<file path="src/rtl/des_key_schedule.sv">
// DES round-key generator: loads PC-1(key) into C/D on start, then walks the
// rotation schedule one step per accepted subkey. PC-2 is combinational from
// C/D so the presented subkey is always in step with the registers. Decrypt
// mode starts at C16/D16 (which equals C0/D0) and rotates right.
module des_key_schedule #(
  parameter int unsigned ROUNDS = 16
) (
  input  logic        clk,
  input  logic        rst,
  input  logic        start,
  input  logic        decrypt,
  input  logic [63:0] key,
  input  logic        subkey_ready,
  output logic [47:0] subkey,
  output logic        subkey_valid,
  output logic [3:0]  round,
  output logic        busy,
  output logic        done
);

  // Tables hold FIPS 1-based bit numbers; FIPS bit 1 is the MSB.
  localparam int PC1 [56] = '{
    57, 49, 41, 33, 25, 17,  9,  1, 58, 50, 42, 34, 26, 18,
    10,  2, 59, 51, 43, 35, 27, 19, 11,  3, 60, 52, 44, 36,
    63, 55, 47, 39, 31, 23, 15,  7, 62, 54, 46, 38, 30, 22,
    14,  6, 61, 53, 45, 37, 29, 21, 13,  5, 28, 20, 12,  4
  };

  localparam int PC2 [48] = '{
    14, 17, 11, 24,  1,  5,  3, 28, 15,  6, 21, 10,
    23, 19, 12,  4, 26,  8, 16,  7, 27, 20, 13,  2,
    41, 52, 31, 37, 47, 55, 30, 40, 51, 45, 33, 48,
    44, 49, 39, 56, 34, 53, 46, 42, 50, 36, 29, 32
  };

  typedef enum logic {StIdle, StActive} state_e;

  state_e      state_q;
  logic [27:0] c_q, d_q;
  logic        dec_q;
  logic [55:0] pc1_out;
  logic [55:0] cd;
  logic [47:0] pc2_out;
  logic        xfer;
  logic        two;
  logic [3:0]  sched_idx;
  logic        unused_parity;

  // Parity bits (FIPS 8,16,...,64) take no part in the schedule.
  assign unused_parity = ^{key[56], key[48], key[40], key[32],
                           key[24], key[16], key[8],  key[0]};

  for (genvar i = 0; i < 56; i++) begin : g_pc1
    assign pc1_out[55-i] = key[64-PC1[i]];
  end

  assign cd = {c_q, d_q};

  for (genvar i = 0; i < 48; i++) begin : g_pc2
    assign pc2_out[47-i] = cd[56-PC2[i]];
  end

  // 28-bit circular rotate by 1 or 2, left or right.
  function automatic logic [27:0] rot28(input logic [27:0] x, input logic by_two,
                                        input logic right);
    logic [27:0] r;
    if (right) r = by_two ? {x[1:0], x[27:2]} : {x[0], x[27:1]};
    else       r = by_two ? {x[25:0], x[27:26]} : {x[26:0], x[27]};
    return r;
  endfunction

  // Rounds 1, 2, 9 and 16 (0-based 0, 1, 8, 15) shift by one; all others by two.
  function automatic logic shift_is_two(input logic [3:0] idx);
    return !(idx == 4'd0 || idx == 4'd1 || idx == 4'd8 || idx == 4'd15);
  endfunction

  // Pick the shift for the step that follows the current delivery.
  always_comb begin
    sched_idx = dec_q ? (4'd15 - round) : (round + 4'd1);
    two       = shift_is_two(sched_idx);
  end

  assign xfer   = subkey_valid && subkey_ready;
  assign subkey = subkey_valid ? pc2_out : 48'h0;

  // Schedule FSM: load on start, advance C/D and round on each transfer.
  always_ff @(posedge clk or posedge rst) begin
    if (rst) begin
      state_q      <= StIdle;
      c_q          <= '0;
      d_q          <= '0;
      dec_q        <= 1'b0;
      round        <= '0;
      subkey_valid <= 1'b0;
      busy         <= 1'b0;
      done         <= 1'b0;
    end else begin
      done <= 1'b0;
      unique case (state_q)
        StIdle: begin
          if (start) begin
            // Encrypt presents K1, so pre-apply the first left shift.
            c_q          <= decrypt ? pc1_out[55:28] : rot28(pc1_out[55:28], 1'b0, 1'b0);
            d_q          <= decrypt ? pc1_out[27:0]  : rot28(pc1_out[27:0], 1'b0, 1'b0);
            dec_q        <= decrypt;
            round        <= '0;
            subkey_valid <= 1'b1;
            busy         <= 1'b1;
            state_q      <= StActive;
          end
        end
        StActive: begin
          if (xfer) begin
            if (round == 4'(ROUNDS - 1)) begin
              subkey_valid <= 1'b0;
              busy         <= 1'b0;
              done         <= 1'b1;
              state_q      <= StIdle;
            end else begin
              c_q   <= rot28(c_q, two, dec_q);
              d_q   <= rot28(d_q, two, dec_q);
              round <= round + 4'd1;
            end
          end
        end
        default: state_q <= StIdle;
      endcase
    end
  end

endmodule

</file>
<file path="config.mk">
export PLATFORM = sky130hd
export DESIGN_NAME = des_key_schedule
export DESIGN_NICKNAME = d
export VERILOG_FILES = /design/src/rtl/des_key_schedule.sv
export SDC_FILE = /design/constraint.sdc
export NUM_CORES = 1
export LEC_CHECK = 0
export ABC_CLOCK_PERIOD_IN_PS = 5000
export CORE_MARGIN = 4
export CORE_UTILIZATION = 30
export CTS_CLUSTER_SIZE = 20
export DETAILED_ROUTE_END_ITERATION = 6
export HOLD_SLACK_MARGIN = 0.1
export MAX_ROUTING_LAYER = met4
export PLACE_DENSITY_LB_ADDON = 0.25
export SLEW_MARGIN = 10
export SYNTH_ARGS = -nofsm -noshare
export SYNTH_HDL_FRONTEND = slang
export SYNTH_SLANG_ARGS = --single-unit
export TNS_END_PERCENT = 20
</file>
<file path="constraint.sdc">
create_clock -name clk -period 5 [get_ports clk]
set_clock_uncertainty 0.15 [all_clocks]
set_input_delay 1.5 -clock clk [delete_from_list [all_inputs] [get_ports clk]]
set_output_delay 1.5 -clock clk [all_outputs]
set_load 0.02 [all_outputs]
</file>
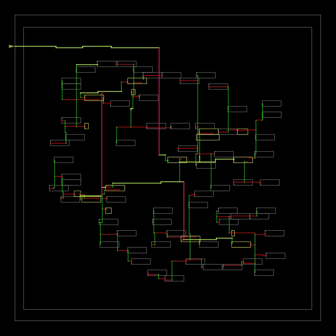
Run 1: clock nets
clkbuf count: 11
total CTS buffers: 9

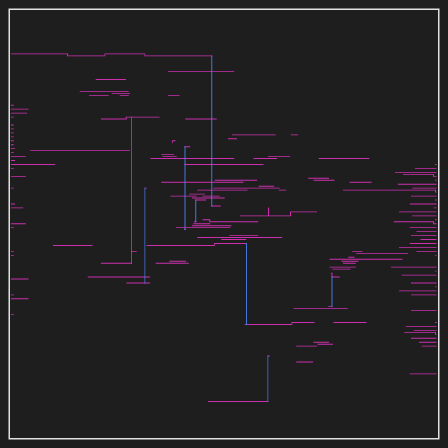
Run 1: metal layers overlaid
Two of the layers only.
Key: magenta = met3 [wire length 1280 um]; blue = met4 [wire length 224 um]
Overall Global Routing Usage: 0.1882
Total Routed Length: 20290 um
per-cell routed wire length: 19.42 um
via count: 5979

==> metrics.yaml, run 1 <==
whs_ps: 400.2
status: "finished, final reports clean"
synth_stat.cells: 720
core_area_um2: 18890
power.density_nw_per_um2: 576.4
highest_layer: "met4"
layout.cells.most_common_list: "clkdlybuf4s50_1 (114), mux2i_1 (80), dfrtp_1 (64), nor2_1 (59), nand2_1 (56)"
ys_sh_adder: 0.002147
edf_count: 0
clock-sinks: 64
fin_crit_sh: 0.7880
drive_gt1_frac: 0.09299
final_util: 0.3908
fp-row-count: 50
clk_share: 0.04050
design_area_um2: 7383
common_cells: "mux2i_1 (80), dfrtp_1 (64), nor2_1 (59)"
synthTopCellsByArea: "dfrtp_1 (27%), mux2i_1 (14%), o221ai_1 (7.2%)"
finalPower_mw: 4.255
fin_ws_ps: 1060
grt.met3_usage: 0.03331
hold_violations: 0
yosysSeqAreaShare: 0.2749
cts-root-buf: "clkbuf_16"
grt_pass1_wl_um: 32460
dp_hpwl_um: 13570
seq_share: 0.2169
cts_tree: "done"
via_per_inst: 5.722
n_all_buffers: 131
area_growth_pct: 26.71
hold_class: "flip-flop to flip-flop"
synthArstFlopShare: 1.000
fillCellCount: 1987
path_cells: "buf_4 -> and2_1 -> clkdlybuf4s50_1"
crit_required_ps: 3350
start_kind: "flip-flop"
layout.nets: 850
fmax_mhz: 253.8
route.met3.wl_um: 1278
setup_viol: 0
syn_nets: 790
relSlewSlack: 0.2620
seq_cells: 64
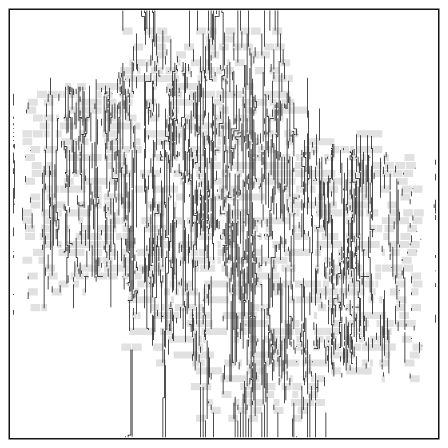
Run 1: signal wires on met2
Cells faint in the background.
The layer carries 9460 um of wire. The longest straight run is 66.0 um.
M2 GR Usage: 0.2947

run 1: how the worst min path moves through the flow:
stage / from / endpoint / slack, ps / cells after the start
after global placement: state_q / state_q / 380 / 2
after floorplan: state_q / state_q / 350 / 2
final: state_q / state_q / 400 / 2
after global routing: state_q / state_q / 460 / 2
after CTS: state_q / state_q / 410 / 2
after detailed placement: state_q / state_q / 400 / 2
run 1: registers in the layout, indices dropped and copies added, names as in the netlist:
name,cells
state_q,1
done,1
dec_q,1
d_q,28
c_q,28
busy,1
round,4
run 1: critical path: cells and delay by family (launching register included):
kind	cells	cell delay (ps)
DFF	1	690
and+or+nand+nor	1	210
buffers and inverters	2	1010
run 1: where the power goes:
part | switching (mW) | internal [mW]
Clock | 0.246 | 0.399
Sequential | 0.519 | 0.746
Combinational | 1.25 | 1.09
Total | 2.02 | 2.24
==> run 2: changes to the inputs <==
ABC_CLOCK_PERIOD_IN_PS = 3300   (was 5000)
clock period = 3.3 ns   (was 5 ns; I/O delays follow)
==> metrics.yaml, run 2 <==
power.density_nw_per_um2: 866.2  # +50%
yosysSeqAreaShare: 0.2749  # unchanged
clock-sinks: 64  # unchanged
drive_gt1_frac: 0.1076  # +0.01464
status: "finished, final reports clean"
layout.cells.most_common_list: "clkdlybuf4s50_1 (114), mux2i_1 (80), dfrtp_1 (64), nor2_1 (59), nand2_1 (56)"
crit_family: "buffers and inverters"
worstHoldPathCells: 2  # unchanged
fin_crit_sh: 0.8903
fin_ws_ps: 362.1  # -697.8 ps
seq_cell_power_mw: 1.88  # +49%
syn_nets: 790  # unchanged
grt_pass1_wl_um: 33230  # +2.4%
grt_usage: 0.1918  # +0.003649
wire_per_inst_um: 19.17  # -1.2%
via_per_inst: 5.701  # -0.36%
edf_count: 0  # unchanged
fillCellCount: 1962  # -1.3%
dp_hpwl_um: 13910  # +2.5%
setup_viol: 0  # unchanged
==> run 2: cell counts after synthesis <==
Identical to the previous run, type by type.
==> run 2: kinds of logic (layout without fill, tap and decap cells) <==
kind of cell	count (synthesis)	after routing	synth area share
adders and majority gates	1	1	0.002147
xor gates and xnor gates	2	2	0.004296
muxes	105	105	0.1862
AOI/OAI and AO/OA	245	245	0.2916
DFF	64	64	0.2749
and+or+nand+nor	217	217	0.1784
buffers and inverters	86	165	0.06249
==> run 2: area by class of cell <==
type | count | area share
Tap cell | 260 | 0.04300
Timing Repair Buffer | 145 | 0.1915
Multi-Input combinational cell | 570 | 0.5121
Inverter | 4 | 0.001985
Clock buffer | 13 | 0.03440
Sequential cell | 64 | 0.2117
Clock inverter | 3 | 0.005293
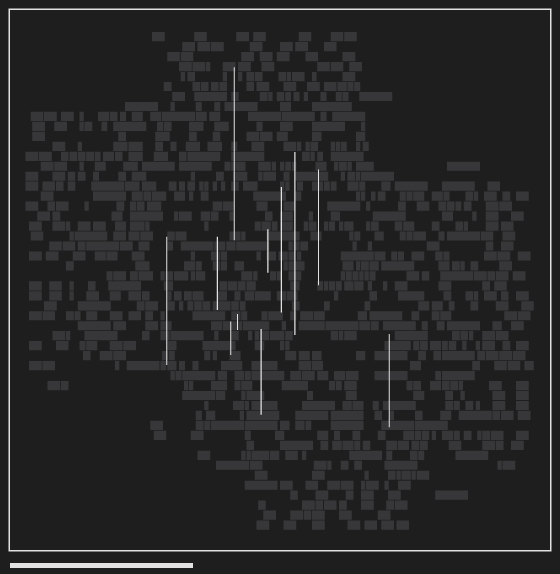
Run 2: metal 4
Bar = 50 um. Cells faint in the background.
The layer carries 289 um of wire. 8 nets have wire on it.
Total Routed Length: 20310 um
via count: 6037

Power figures rest on the tool's default switching activity, not on a simulated workload.
